$ cat src/rtl/store_data_fifo.sv
// Commit-side store buffer: queues committed stores and drains them one at a time
// as AXI-Lite writes, with a pending-address match for load RAW hazard stalls.
module store_data_fifo #(
  parameter int DEPTH = 4
) (
  input  logic        clk,
  input  logic        reset,
  input  logic [31:0] datafifo_addr_in,
  input  logic [31:0] datafifo_val_in,
  input  logic [1:0]  datafifo_size_in,
  input  logic        datafifo_valid_in,
  output logic        datafifo_full,
  output logic        datafifo_empty,
  input  logic [31:0] load_check_addr,
  output logic        load_conflict,
  output logic        store_error,
  output logic [31:0] axil_awaddr,
  output logic        axil_awvalid,
  input  logic        axil_awready,
  output logic [31:0] axil_wdata,
  output logic [3:0]  axil_wstrb,
  output logic        axil_wvalid,
  input  logic        axil_wready,
  input  logic [1:0]  axil_bresp,
  input  logic        axil_bvalid,
  output logic        axil_bready
);
  localparam int IW = $clog2(DEPTH);
  localparam int PW = IW + 1;

  typedef enum logic [1:0] {IDLE, SEND, RESP} state_t;
  state_t state, state_next;

  logic [31:0]   mem_addr [DEPTH];
  logic [31:0]   mem_val  [DEPTH];
  logic [1:0]    mem_size [DEPTH];
  logic [IW-1:0] slot_off [DEPTH];

  logic [PW-1:0] wr_ptr, rd_ptr, count, count_next;
  logic          aw_done, w_done;
  logic          push, pop, aw_hs, w_hs;
  logic [31:0]   head_addr, head_val;
  logic [1:0]    head_size;
  logic          unused_bits;

  assign datafifo_full  = (count == PW'(DEPTH));
  assign datafifo_empty = (count == '0) && (state == IDLE);
  assign push  = datafifo_valid_in && !datafifo_full;
  assign pop   = (state == RESP) && axil_bvalid;
  assign aw_hs = axil_awvalid && axil_awready;
  assign w_hs  = axil_wvalid && axil_wready;

  assign head_addr = mem_addr[rd_ptr[IW-1:0]];
  assign head_val  = mem_val[rd_ptr[IW-1:0]];
  assign head_size = mem_size[rd_ptr[IW-1:0]];
  assign unused_bits = ^{load_check_addr[1:0], wr_ptr[IW], rd_ptr[IW]};

  always_comb begin
    case ({push, pop})
      2'b10:   count_next = count + 1'b1;
      2'b01:   count_next = count - 1'b1;
      default: count_next = count;
    endcase
  end

  // Storage array has no reset; occupancy is tracked purely by pointers and count.
  always_ff @(posedge clk) begin
    if (push) begin
      mem_addr[wr_ptr[IW-1:0]] <= datafifo_addr_in;
      mem_val[wr_ptr[IW-1:0]]  <= datafifo_val_in;
      mem_size[wr_ptr[IW-1:0]] <= datafifo_size_in;
    end
  end

  always_ff @(posedge clk or negedge reset) begin
    if (!reset) begin
      state       <= IDLE;
      wr_ptr      <= '0;
      rd_ptr      <= '0;
      count       <= '0;
      aw_done     <= 1'b0;
      w_done      <= 1'b0;
      store_error <= 1'b0;
    end else begin
      state       <= state_next;
      count       <= count_next;
      store_error <= pop && (axil_bresp != 2'b00);
      if (push) wr_ptr <= wr_ptr + 1'b1;
      if (pop) begin
        rd_ptr  <= rd_ptr + 1'b1;
        aw_done <= 1'b0;
        w_done  <= 1'b0;
      end else if (state == SEND) begin
        if (aw_hs) aw_done <= 1'b1;
        if (w_hs)  w_done  <= 1'b1;
      end
    end
  end

  always_comb begin
    state_next = state;
    case (state)
      IDLE: if (count != '0) state_next = SEND;
      SEND: if ((aw_done || aw_hs) && (w_done || w_hs)) state_next = RESP;
      RESP: if (axil_bvalid) state_next = (count_next != '0) ? SEND : IDLE;
      default: state_next = IDLE;
    endcase
  end

  // Head entry is presented lane-formatted whenever a transaction is in progress.
  always_comb begin
    axil_awaddr  = '0;
    axil_wdata   = '0;
    axil_wstrb   = '0;
    if (state != IDLE) begin
      axil_awaddr = {head_addr[31:2], 2'b00};
      case (head_size)
        2'd0: begin
          axil_wstrb = 4'b0001 << head_addr[1:0];
          axil_wdata = {4{head_val[7:0]}};
        end
        2'd1: begin
          axil_wstrb = head_addr[1] ? 4'b1100 : 4'b0011;
          axil_wdata = {2{head_val[15:0]}};
        end
        default: begin
          axil_wstrb = 4'b1111;
          axil_wdata = head_val;
        end
      endcase
    end
    axil_awvalid = (state == SEND) && !aw_done;
    axil_wvalid  = (state == SEND) && !w_done;
    axil_bready  = (state == RESP);
  end

  always_comb begin
    load_conflict = 1'b0;
    for (int i = 0; i < DEPTH; i++) begin
      slot_off[i] = IW'(i) - rd_ptr[IW-1:0];
      if (({1'b0, slot_off[i]} < count) && (mem_addr[i][31:2] == load_check_addr[31:2]))
        load_conflict = 1'b1;
    end
  end
endmodule

$ cat config.mk
export PLATFORM = sky130hd
export DESIGN_NAME = store_data_fifo
export DESIGN_NICKNAME = d
export VERILOG_FILES = /design/src/rtl/store_data_fifo.sv
export SDC_FILE = /design/constraint.sdc
export NUM_CORES = 1
export LEC_CHECK = 0
export CORE_MARGIN = 2
export CORE_UTILIZATION = 55
export DETAILED_ROUTE_END_ITERATION = 8
export PLACE_DENSITY = 0.81
export SETUP_SLACK_MARGIN = 0.4
export SLEW_MARGIN = 30
export SYNTH_ARGS = -nofsm -noshare
export SYNTH_HDL_FRONTEND = slang
export SYNTH_SLANG_ARGS = --single-unit
$ cat constraint.sdc
create_clock -name clk -period 3.8 [get_ports clk]
set_clock_uncertainty 0.1 [all_clocks]
set_input_delay 0.57 -clock clk [delete_from_list [all_inputs] [get_ports clk]]
set_output_delay 0.57 -clock clk [all_outputs]
set_load 0.05 [all_outputs]
Run 1, clock distribution:
The bar under the picture is 50 um long.
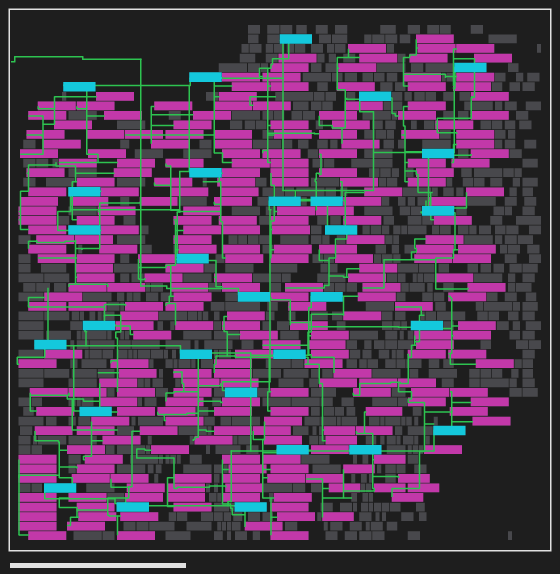
Cyan shows cells driving clock nets, count 29. Magenta shows flip-flops, count 276. Green shows clock wires, length 2,960 um.
Position of the flops: widely spread. There are 30 routed clock nets.
power in the clock group: 2.67 mW
source-to-sink clock delay at the later pin of the worst-skew pair: 530 ps
fraction of power consumed by the clock network: 17.9%

Run 1, congestion heat map:
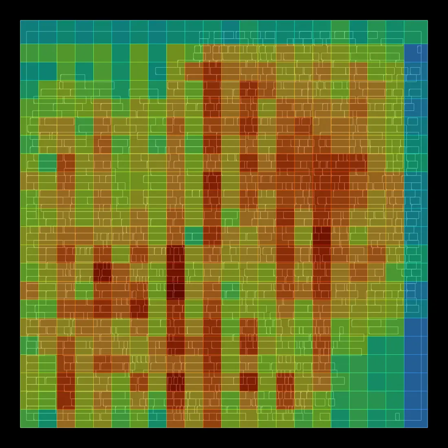
aggregate global-route resource usage: 25.6%
met2 Track Usage GR: 44.2%
most used routing layer: met2
wire length per cell: 24.5 um

==> out/qor.csv, run 1 <==
stage,metric,value,unit
status,run status,finished clean,
final_timing,final worst setup slack,385,ps
global_route,largest net degree at the start of global routing,46,
critical_path,type of element capturing the critical path,output pin,
synthesis,Synth Instances,728,
placement,gpl congestion,0.911,
critical_path,WP data arrival,2740,ps
global_route,number of global-route vias before repair,7536,
final_timing,headroom to the max-slew limit,63.9,%
floorplanning,Rows,54,
synthesis,mean post-synth cell area,16.9,um2
synthesis,chip area from the yosys synthesis statistics,0.0123,mm2
job,max-cap viol count,0,
cells_and_area,Area Growth Syn to Fin,29.5,%
pwr,Max IR drop VDD,1200,uV
route,residual antenna-violating net count after detailed routing,0,
worst_hold_path,class of the worst hold path,input port to async pin,
cells_and_area,Layout Utilization,72.9,%
critical_path,class of the most critical setup path,flip-flop to output pin,
cells_and_area,"leading cell types in the layout, fill and taps excluded","264 x sky130_fd_sc_hd__edfxtp_1, 112 x sky130_fd_sc_hd__clkdlybuf4s50_1, 97 x sky130_fd_sc_hd__xor2_1, 66 x sky130_fd_sc_hd__mux4_2, 38 x sky130_fd_sc_hd__and2_1",
synthesis,number of distinct library cells after synthesis,34,
Run 1, met2 routing:
Cells faint in the background.
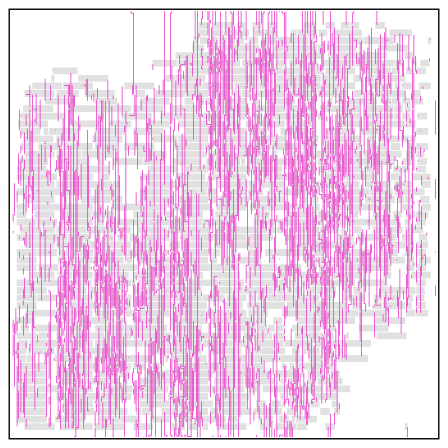
The layer carries 15,800 um of wire. 966 nets have wire on it. The longest straight run is 62.4 um. The wires run mostly vertical. The layer holds 52% of the routed length.
total wire length: 30,600 um
Via Count: 7,386

-- run 1: metal layers --
metal  GRT usage, %  vias up  share of wire, %
met2           44.2      400                52
met1           33.6     3704                37
met3           5.21       56               9.2
li1               -     3226                 -
met5              0        -                 0
met4           6.60        0               2.3
-- run 1: where the power goes --
part / total, mW / internal, mW / switching, mW / leakage (nW)
logic: 7.90 / 3.17 / 4.73 / 2.74
clock network: 2.67 / 1.55 / 1.12 / 0.440
registers: 4.32 / 4.03 / 0.289 / 2.56
-- run 1: sequential cells by signal, summed over array words and instances, names as in the netlist --
signal	count
state	2
mem_val	128
count	3
rd_ptr	2
store_error	1
mem_size	8
mem_addr	128
wr_ptr	2
w_done	1
aw_done	1
-- run 1: timing repair --
action / in CTS / in global routing
cloned: 1 / 0
resized: 30 / 31
setup buffers: 8 / 11
endpoints found under the setup margin: 68 / 34
pin swaps: 1 / 2
hold endpoints to repair: 0 / 0
-- run 1: worst paths after layout --
path / end / cells past startpoint
max: axil_wdata[13] / 6
min: wr_ptr[0] / 1
max reg2reg: state[0] / 11
min reg2reg: w_done / 2
max in group asynchronous: rd_ptr[0] / 1
min in group clk: w_done / 2
-- run 1: layout make-up --
class	count	area, um2
flip-flops and latches	276	8240
repair buffers	216	2450
inverters	13	48.8
multi-input cells	409	3980
diodes	1	2.50
clock buffers	42	815
fillers	1327	5920
clock inverters	11	92.6
well taps	280	350
-- run 1: worst max-delay path, stage by stage (launching register included) --
cell and delay (ps):
sky130_fd_sc_hd__dfrtp_4 480, sky130_fd_sc_hd__buf_4 150, sky130_fd_sc_hd__mux4_2 620, sky130_fd_sc_hd__nor2_4 290, sky130_fd_sc_hd__nand2_1 130, sky130_fd_sc_hd__a21oi_1 340, sky130_fd_sc_hd__buf_12 190
--- run 2 (diff from run 1) ---
--- a/config.mk
+++ b/config.mk
@@ -7,6 +7,7 @@
 export LEC_CHECK = 0
 export CORE_MARGIN = 2
 export CORE_UTILIZATION = 55
+export CTS_CLUSTER_SIZE = 20
 export DETAILED_ROUTE_END_ITERATION = 8
 export PLACE_DENSITY = 0.81
 export SETUP_SLACK_MARGIN = 0.4
Run 2, M3 wires:
The bar under the picture is 50 um long. Cells faint in the background.
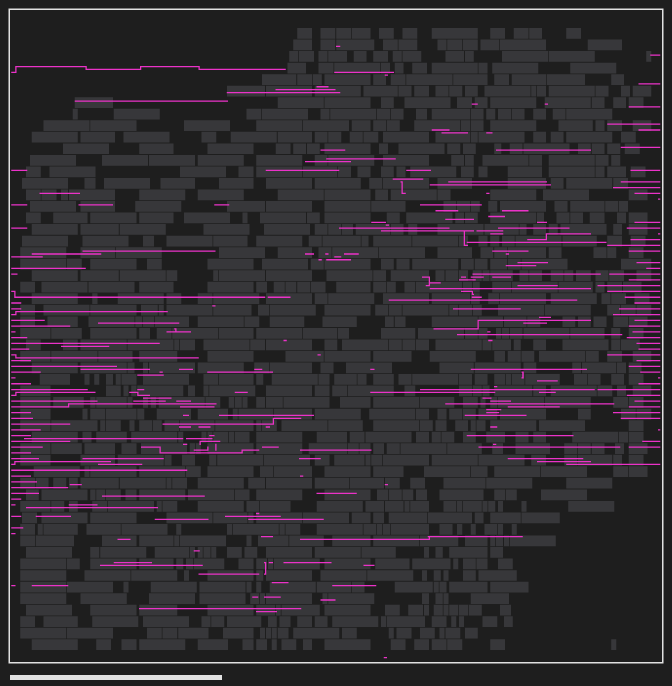
The layer holds 8.7% of the routed length. The longest straight run is 58.9 um. 196 nets have wire on it. The layer carries 2,670 um of wire.

==> out/qor.csv, run 2 <==
stage,metric,value,unit,change
synthesis,mean post-synth cell area,16.9,um2,unchanged
floorplanning,Rows,54,,unchanged
cells_and_area,"leading cell types in the layout, fill and taps excluded","264 x sky130_fd_sc_hd__edfxtp_1, 111 x sky130_fd_sc_hd__clkdlybuf4s50_1, 97 x sky130_fd_sc_hd__xor2_1, 66 x sky130_fd_sc_hd__mux4_2, 38 x sky130_fd_sc_hd__and2_1",,
synthesis,number of distinct library cells after synthesis,34,,unchanged
synthesis,Synth Instances,728,,unchanged
critical_path,delay of the slowest cell on the worst path,510,ps,-110 ps
critical_path,type of element capturing the critical path,output pin,,
job,max-cap viol count,0,,unchanged
synthesis,chip area from the yosys synthesis statistics,0.0123,mm2,unchanged
critical_path,Worst path slowest cell,sky130_fd_sc_hd__dfrtp_4,,
global_route,number of global-route vias before repair,7525,,-0.15%
pwr,Max IR drop VDD,1270,uV,+5.7%
route,total wire length,30600,um,about the same
cells_and_area,Layout fillers,1329,,+0.15%
critical_path,cell chain of the critical path,buf_8 > buf_4 > mux4_2 > mux2i_1 > nor2_1 > a21oi_1 > nor2_2 > buf_12,,
route,residual antenna-violating net count after detailed routing,0,,unchanged
status,run status,finished clean,,
critical_path,class of the most critical setup path,flip-flop to output pin,,
route,wire length per cell,24.5,um,about the same
global_route,aggregate global-route resource usage,25.4,%,-0.21 points
critical_path,WP data arrival,2740,ps,about the same
## run 2: critical path: cells and delay by family, from the launching register on
kind                   cells  cell delay [ps]
flip-flops                 1              510
buffers and inverters      3              680
multiplexers               2              610
AND-OR/OR-AND              1              220
AND/OR/NAND/NOR            2              170
## run 2: metal layers
metal / vias up / routed length [um] / global-route usage (%)
met1: 3676 / 11400 / 33.2
met5: - / 0 / 0
li1: 3229 / - / -
met4: 0 / 807 / 7.03
met2: 388 / 15700 / 43.6
met3: 63 / 2670 / 5.27
## run 2: what timing repair did
item | in CTS | in global routing
buffers inserted | 3 | 17
setup endpoints to repair | 68 | 42
pin swaps | 1 | 2
gates resized | 18 | 43
hold buffers | 0 | 0
gates cloned | 0 | 1
## run 2: power by group
| part | switching, mW | internal (mW) |
|---|---|---|
| logic | 4.73 | 3.20 |
| registers | 0.291 | 4.03 |
| clock network | 1.10 | 1.49 |
## run 2: worst paths after layout
check                           from              to  slack (ps)  cells after the start
min reg2reg                   w_done          w_done         470                      2
min                            reset       wr_ptr[0]         290                      1
max reg2reg                 count[2]        state[0]        1190                     11
min in group clk              w_done          w_done         470                      2
max in group asynchronous      reset       rd_ptr[0]        2910                      1
max                        rd_ptr[1]  axil_wdata[28]         390                      8
## run 2: stage by stage
step	std cells	setup WS (ps)
2_1_floorplan	729	625
3_3_place_gp	1174	484
3_5_place_dp	1174	456
4_1_cts	1229	328
5_1_grt	1247	329
6_report	1248	394
## run 2: cell type report
type | instances | area (um2) | area share, %
clock inverters | 11 | 85.1 | 0.533
clock buffers | 41 | 781 | 4.89
multi-input cells | 409 | 3970 | 24.9
diodes | 1 | 2.50 | 0.0157
repair buffers | 217 | 2490 | 15.6
inverters | 13 | 48.8 | 0.306
flip-flops and latches | 276 | 8240 | 51.6
well taps | 280 | 350 | 2.19
--- run 3 (diff from run 2) ---
--- a/config.mk
+++ b/config.mk
@@ -9,6 +9,7 @@
 export CORE_UTILIZATION = 55
 export CTS_CLUSTER_SIZE = 20
 export DETAILED_ROUTE_END_ITERATION = 8
+export MAX_ROUTING_LAYER = met4
 export PLACE_DENSITY = 0.81
 export SETUP_SLACK_MARGIN = 0.4
 export SLEW_MARGIN = 30
Run 3, clock distribution:
The bar under the picture is 50 um long.
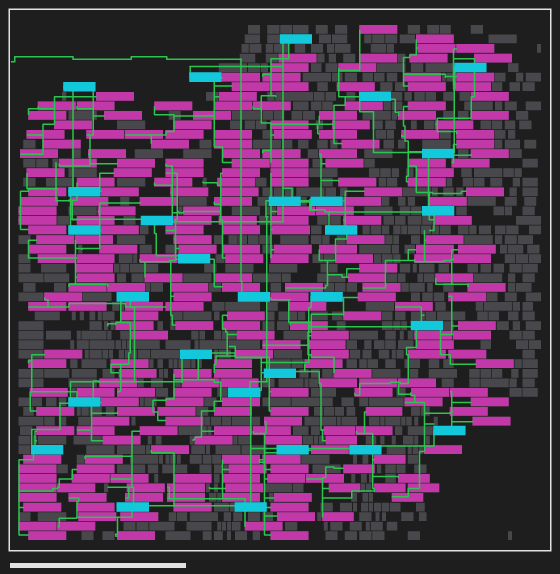
Magenta shows flip-flops, count 276. Green shows clock wires, length 2,910 um. Cyan shows cells driving clock nets, count 28.
There are 29 routed clock nets. Position of the flops: widely spread.

==> out/qor.csv, run 3 <==
stage,metric,value,unit,change
synthesis,mean post-synth cell area,16.9,um2,unchanged
placement,Cell Count Post-Placement,1174,,unchanged
route,residual antenna-violating net count after detailed routing,0,,unchanged
job,max-cap viol count,0,,unchanged
critical_path,delay of the slowest cell on the worst path,500,ps,about the same
pwr,Max IR drop VDD,1280,uV,+0.55%
synthesis,Synth Instances,728,,unchanged
critical_path,cell class contributing the biggest share of worst-path delay,simple AND/OR/NAND/NOR gates,,
critical_path,cell chain of the critical path,buf_4 > a21oi_1 > a2111oi_0 > nand4_1 > nor4_1 > or4_4 > buf_12,,
pwr,Power Sequential,4.32,mW,about the same
pwr,power in the clock group,2.58,mW,about the same
route,total wire length,30700,um,+0.39%
status,run status,finished clean,,
pwr,portion of total power attributed to combinational logic,53.5,%,about the same
global_route,met1 Resource Use GR,33.9,%,+0.66 points
pwr,fraction of power consumed by the clock network,17.4,%,about the same
synthesis,number of distinct library cells after synthesis,34,,unchanged
cells_and_area,Layout fillers,1327,,-0.15%
pwr,power group with the highest consumption,combinational logic,,
global_route,met3 global-route usage,4.74,%,-0.54 points
route,wire length per cell,24.5,um,about the same
global_route,most used routing layer,met2,,
global_route,number of global-route vias before repair,7524,,-0.013%
cells_and_area,final std cells w/o fill,1252,,+0.32%
critical_path,type of element capturing the critical path,output pin,,
pwr,sequential group share of total power,29.1,%,about the same
global_route,aggregate global-route resource usage,26.2,%,+0.83 points
critical_path,CP bufs+invs,2,,-1
pwr,net switching power,6.11,mW,-0.12%
critical_path,WP data arrival,2770,ps,+30 ps
critical_path,class of the most critical setup path,flip-flop to output pin,,
pwr,Internal,8.73,mW,+0.11%
global_route,met2 Track Usage GR,43.5,%,-0.17 points
pwr,switching power as a share of total power,41.2,%,-0.056 points
run 3: cell counts after synthesis:
No cell type changed its count.
run 3: cell families after synthesis:
group / share of synthesized area [%]
flops: 66.7
simple gates: 6.34
xor+xnor: 9.02
mux: 13.3
buf+inv: 1.74
compound gates: 1.74
fa+ha+maj: 1.08
other cells: 0.0304
run 3: layout make-up:
class | instances | area, um2 | share of cell area (%)
multi-input cells | 409 | 3940 | 24.7
well taps | 280 | 350 | 2.19
repair buffers | 221 | 2520 | 15.8
clock inverters | 11 | 85.1 | 0.533
diodes | 1 | 2.50 | 0.0157
flip-flops and latches | 276 | 8240 | 51.6
clock buffers | 41 | 781 | 4.89
inverters | 13 | 48.8 | 0.306
run 3: per-stage QoR:
stage	hold slack (ps)	setup WS (ps)	util [%]	cell area, um2
2_1_floorplan	174	625	-	12300
3_3_place_gp	456	484	67.5	14800
4_1_cts	294	328	71.5	15700
5_1_grt	321	307	73.0	16000
6_report	288	363	73.0	16000
3_5_place_dp	464	456	67.5	14800
run 3: routing by layer:
metal  vias up  wire length, um  part of all wire [%]
met5         -                0                     0
met4         0              779                   2.5
met3        59             2370                   7.7
met2       365            16000                    52
met1      3773            11600                    38
li1       3239                -                     -
run 3: final timing paths:
check,start,end,slack (ps),depth (start not counted)
worst max-delay path,rd_ptr[0],load_conflict,360,7
worst min-delay path,reset,wr_ptr[0],290,1
worst max register to register,count[2],state[0],1190,11
worst min register to register,w_done,w_done,470,2
max in group asynchronous,reset,rd_ptr[1],2910,1
min in group clk,w_done,w_done,470,2
run 3: what timing repair did:
action | CTS | global route
hold buffers | 0 | 0
gates cloned | 0 | 1
endpoints found under the setup margin | 68 | 43
gates resized | 18 | 38
pin swaps | 1 | 2
buffers inserted | 3 | 21
Power figures rest on the tool's default switching activity, not on a simulated workload.
